### Metal 1

Scale: 6 px per µm. Supply wires on this layer in grey.
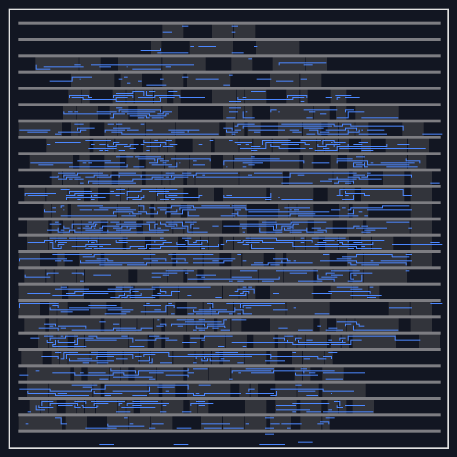
### M2 wires

Scale: 6 px per µm.
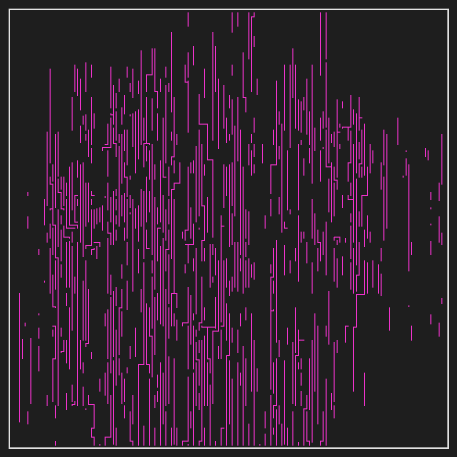
`config.mk`:
```
export PLATFORM = sky130hd
export DESIGN_NAME = dp_ctrl_fsm
export DESIGN_NICKNAME = d
export VERILOG_FILES = /design/src/rtl/dp_ctrl_pkg.sv /design/src/rtl/dp_ctrl_decode.sv /design/src/rtl/dp_ctrl_fsm.sv
export SDC_FILE = /design/constraint.sdc
export NUM_CORES = 1
export LEC_CHECK = 0
export CAP_MARGIN = 40
export CORE_MARGIN = 1
export CORE_UTILIZATION = 49
export CTS_BUF_LIST = sky130_fd_sc_hd__clkbuf_4 sky130_fd_sc_hd__clkbuf_8
export DETAILED_ROUTE_END_ITERATION = 10
export PLACE_DENSITY = 0.92
export SLEW_MARGIN = 15
export SYNTH_ARGS = -nofsm -noshare
export SYNTH_HDL_FRONTEND = slang
export SYNTH_SLANG_ARGS = --single-unit
```
`constraint.sdc`:
```
create_clock -name clk -period 2.25 [get_ports clk]
set_input_delay 0.225 -clock clk [delete_from_list [all_inputs] [get_ports clk]]
set_output_delay 0.225 -clock clk [all_outputs]
set_load 0.01 [all_outputs]
```
`src/rtl/dp_ctrl_pkg.sv`:
```
// Shared constants and types for the 16-bit datapath sequencer.
// Opcodes, ALU/PC codes, FSM encoding and IR field positions.
package dp_ctrl_pkg;

  localparam int OP_HI  = 15;
  localparam int OP_LO  = 12;
  localparam int RD_HI  = 11;
  localparam int RD_LO  = 10;
  localparam int RS_HI  = 9;
  localparam int RS_LO  = 8;
  localparam int IMM_HI = 7;
  localparam int IMM_LO = 0;

  localparam logic [3:0] OP_NOP  = 4'h0;
  localparam logic [3:0] OP_MOV  = 4'h1;
  localparam logic [3:0] OP_MVI  = 4'h2;
  localparam logic [3:0] OP_ADD  = 4'h3;
  localparam logic [3:0] OP_SUB  = 4'h4;
  localparam logic [3:0] OP_AND  = 4'h5;
  localparam logic [3:0] OP_OR   = 4'h6;
  localparam logic [3:0] OP_ADDI = 4'h7;
  localparam logic [3:0] OP_SUBI = 4'h8;
  localparam logic [3:0] OP_JMP  = 4'h9;
  localparam logic [3:0] OP_HALT = 4'hF;

  localparam logic [2:0] ALU_PASSB = 3'b000;
  localparam logic [2:0] ALU_ADD   = 3'b001;
  localparam logic [2:0] ALU_SUB   = 3'b010;
  localparam logic [2:0] ALU_AND   = 3'b011;
  localparam logic [2:0] ALU_OR    = 3'b100;

  localparam logic [1:0] PC_HOLD = 2'b00;
  localparam logic [1:0] PC_INC  = 2'b01;
  localparam logic [1:0] PC_LOAD = 2'b10;

  typedef enum logic [2:0] {
    S_IDLE,
    S_FETCH,
    S_DECODE,
    S_EXEC,
    S_WB,
    S_HALT
  } state_e;

endpackage

```
`src/rtl/dp_ctrl_decode.sv`:
```
// Opcode decoder: classifies the instruction and picks ALU controls.
// Exactly one of the class flags is high for any opcode.
module dp_ctrl_decode
  import dp_ctrl_pkg::*;
(
  input  logic [3:0] op_i,
  output logic [2:0] alu_func_o,
  output logic       alu_in_sel_o,
  output logic       is_alu_o,
  output logic       is_jmp_o,
  output logic       is_halt_o,
  output logic       is_nop_o,
  output logic       illegal_o
);

  always_comb begin
    alu_func_o   = ALU_PASSB;
    alu_in_sel_o = 1'b0;
    is_alu_o     = 1'b0;
    is_jmp_o     = 1'b0;
    is_halt_o    = 1'b0;
    is_nop_o     = 1'b0;
    illegal_o    = 1'b0;
    unique case (op_i)
      OP_NOP:  is_nop_o = 1'b1;
      OP_MOV:  is_alu_o = 1'b1;
      OP_MVI: begin
        is_alu_o     = 1'b1;
        alu_in_sel_o = 1'b1;
      end
      OP_ADD: begin
        is_alu_o   = 1'b1;
        alu_func_o = ALU_ADD;
      end
      OP_SUB: begin
        is_alu_o   = 1'b1;
        alu_func_o = ALU_SUB;
      end
      OP_AND: begin
        is_alu_o   = 1'b1;
        alu_func_o = ALU_AND;
      end
      OP_OR: begin
        is_alu_o   = 1'b1;
        alu_func_o = ALU_OR;
      end
      OP_ADDI: begin
        is_alu_o     = 1'b1;
        alu_in_sel_o = 1'b1;
        alu_func_o   = ALU_ADD;
      end
      OP_SUBI: begin
        is_alu_o     = 1'b1;
        alu_in_sel_o = 1'b1;
        alu_func_o   = ALU_SUB;
      end
      OP_JMP:  is_jmp_o  = 1'b1;
      OP_HALT: is_halt_o = 1'b1;
      default: illegal_o = 1'b1;
    endcase
  end

endmodule

```
`src/rtl/dp_ctrl_fsm.sv`:
```
// Multi-cycle fetch/decode/exec/writeback sequencer for the datapath.
// Outputs are a function of state and IR only.
module dp_ctrl_fsm
  import dp_ctrl_pkg::*;
#(
  parameter int TIMEOUT = 8,
  parameter int CNT_W   = 16
) (
  input  logic             clk,
  input  logic             rst,
  input  logic             start,
  input  logic [15:0]      instr,
  input  logic             dp_en_out,
  output logic             en_pc_pulse,
  output logic [1:0]       pc_ctrl,
  output logic [7:0]       offset_addr,
  output logic [7:0]       offset,
  output logic             en_in,
  output logic [3:0]       reg_en,
  output logic             alu_in_sel,
  output logic [2:0]       alu_func,
  output logic [1:0]       rd,
  output logic [1:0]       rs,
  output logic             busy,
  output logic             halted,
  output logic             timeout_err,
  output logic             illegal_err,
  output logic [CNT_W-1:0] retired
);

  localparam logic [7:0] CNT_LAST = 8'(TIMEOUT - 1);

  state_e           state_q, state_d;
  logic [15:0]      ir_q, ir_d;
  logic [7:0]       cnt_q, cnt_d;
  logic [CNT_W-1:0] ret_q, ret_d;
  logic             to_q, to_d;
  logic             il_q, il_d;

  logic is_alu, is_jmp, is_halt, is_nop, illegal;

  dp_ctrl_decode u_dec (
    .op_i         (ir_q[OP_HI:OP_LO]),
    .alu_func_o   (alu_func),
    .alu_in_sel_o (alu_in_sel),
    .is_alu_o     (is_alu),
    .is_jmp_o     (is_jmp),
    .is_halt_o    (is_halt),
    .is_nop_o     (is_nop),
    .illegal_o    (illegal)
  );

  always_ff @(posedge clk) begin
    if (rst) begin
      state_q <= S_IDLE;
      ir_q    <= '0;
      cnt_q   <= '0;
      ret_q   <= '0;
      to_q    <= 1'b0;
      il_q    <= 1'b0;
    end else begin
      state_q <= state_d;
      ir_q    <= ir_d;
      cnt_q   <= cnt_d;
      ret_q   <= ret_d;
      to_q    <= to_d;
      il_q    <= il_d;
    end
  end

  always_comb begin
    state_d = state_q;
    ir_d    = ir_q;
    cnt_d   = cnt_q;
    ret_d   = ret_q;
    to_d    = to_q;
    il_d    = il_q;
    unique case (state_q)
      S_IDLE: if (start) state_d = S_FETCH;
      S_FETCH: begin
        ir_d    = instr;
        state_d = S_DECODE;
      end
      S_DECODE: begin
        unique case (1'b1)
          is_alu: begin
            cnt_d   = '0;
            state_d = S_EXEC;
          end
          is_nop, is_jmp: begin
            ret_d   = ret_q + 1'b1;
            state_d = S_FETCH;
          end
          is_halt: begin
            ret_d   = ret_q + 1'b1;
            state_d = S_HALT;
          end
          illegal: begin
            il_d    = 1'b1;
            state_d = S_HALT;
          end
          default: ;
        endcase
      end
      // completion beats timeout when both land in the same cycle
      S_EXEC: begin
        if (dp_en_out) begin
          state_d = S_WB;
        end else if (cnt_q == CNT_LAST) begin
          to_d    = 1'b1;
          state_d = S_HALT;
        end else begin
          cnt_d = cnt_q + 8'd1;
        end
      end
      S_WB: begin
        ret_d   = ret_q + 1'b1;
        state_d = S_FETCH;
      end
      S_HALT: begin
        if (start) begin
          to_d    = 1'b0;
          il_d    = 1'b0;
          state_d = S_FETCH;
        end
      end
      default: state_d = S_IDLE;
    endcase
  end

  always_comb begin
    en_pc_pulse = 1'b0;
    pc_ctrl     = PC_HOLD;
    en_in       = 1'b0;
    reg_en      = 4'b0000;
    unique case (state_q)
      S_DECODE: begin
        en_in = is_alu;
        if (is_nop) begin
          en_pc_pulse = 1'b1;
          pc_ctrl     = PC_INC;
        end else if (is_jmp) begin
          en_pc_pulse = 1'b1;
          pc_ctrl     = PC_LOAD;
        end
      end
      S_WB: begin
        reg_en      = 4'b0001 << ir_q[RD_HI:RD_LO];
        en_pc_pulse = 1'b1;
        pc_ctrl     = PC_INC;
      end
      default: ;
    endcase
  end

  assign offset_addr = ir_q[IMM_HI:IMM_LO];
  assign offset      = ir_q[IMM_HI:IMM_LO];
  assign rd          = ir_q[RD_HI:RD_LO];
  assign rs          = ir_q[RS_HI:RS_LO];
  assign busy        = (state_q == S_FETCH) || (state_q == S_DECODE) ||
                       (state_q == S_EXEC)  || (state_q == S_WB);
  assign halted      = (state_q == S_HALT);
  assign timeout_err = to_q;
  assign illegal_err = il_q;
  assign retired     = ret_q;

endmodule
```
==> run_results.csv <==
group,metric,value,unit
yosys,fa_ha_area_share,1.02,%
clock_tree,clock_latency,0.29,ns
floorplan,rows,25,
cells_and_area,comb_share,40.2,%
outcome,outcome,"finished clean",
power,switchingPower,444,µW
power,pg_seq,847,µW
yosys,topCombFamilyByArea,"simple AND/OR/NAND/NOR gates",
worst_setup_path,worst-path-stages,4,
final_timing,relSlewSlack,49.4,%
final_timing,setup_viol,0,
yosys,ys_cells,307,
worst_setup_path,start_kind,"flip-flop",
clock_tree,post_cts_resized,4,
power,sw_frac_of_total,26.4,%
cells_and_area,fillers,370,
clock_tree,root_buffer,"clkbuf_8",
yosys,ys.warnings.count,0,
power,pwr-share-clk,30.5,%
route,avgRoutedWirePerCell,14.0,µm
power,p_comb,321,µW
yosys,xor_area_share,1.07,%
cells_and_area,nNonClkBuffers,84,
worst_setup_path,cp_data_required_time,2.03,ns
floorplan,taps,67,
grt,antenna_found_initial,0,
floorplan,die_w,72.9,µm
## Picture notes: 'Metal 1'
longest straight run: 17.0 µm
wire length on this layer: 2490 µm
share of all routed wire: 42%
DRT Wirelength: 5.92 mm
GRT met1 Usage: 26.4%
DR vias: 2355

## Picture notes: 'M2 wires'
share of all routed wire: 52%
wire length on this layer: 3100 µm
main direction: vertical
longest straight run: 27.2 µm
nets with wire on the layer: 326
global routing usage on met2: 42.6%

[through the flow]
stage / instances / instance area, µm²
after CTS: 422 / 3200
after global placement: 415 / 3100
final: 423 / 3230
after floorplan: 307 / 2460
after detailed placement: 415 / 3100
after global routing: 423 / 3230
[routing by layer]
layer	up-vias	share of wire [%]	GRT usage, %
met5	-	0	0
met4	0	1.6	9.15
met3	8	3.8	4.56
met2	61	52	42.6
met1	1119	42	26.4
li1	1167	-	-
[sequential cells by signal, indices dropped and copies added, names as in the netlist]
signal       count
ir_q            16
cnt_q            8
illegal_err      1
state_q          3
retired         16
timeout_err      1
[final timing paths]
path	start	end	slack, ns
hold reg to reg	ir_q[8]	ir_q[8]	0.46
setup / recovery	ir_q[15]	en_in	0.09
setup reg to reg	state_q[2]	retired[13]	0.23
hold / removal	ir_q[8]	ir_q[8]	0.46
Power and IR drop assume default switching activity.
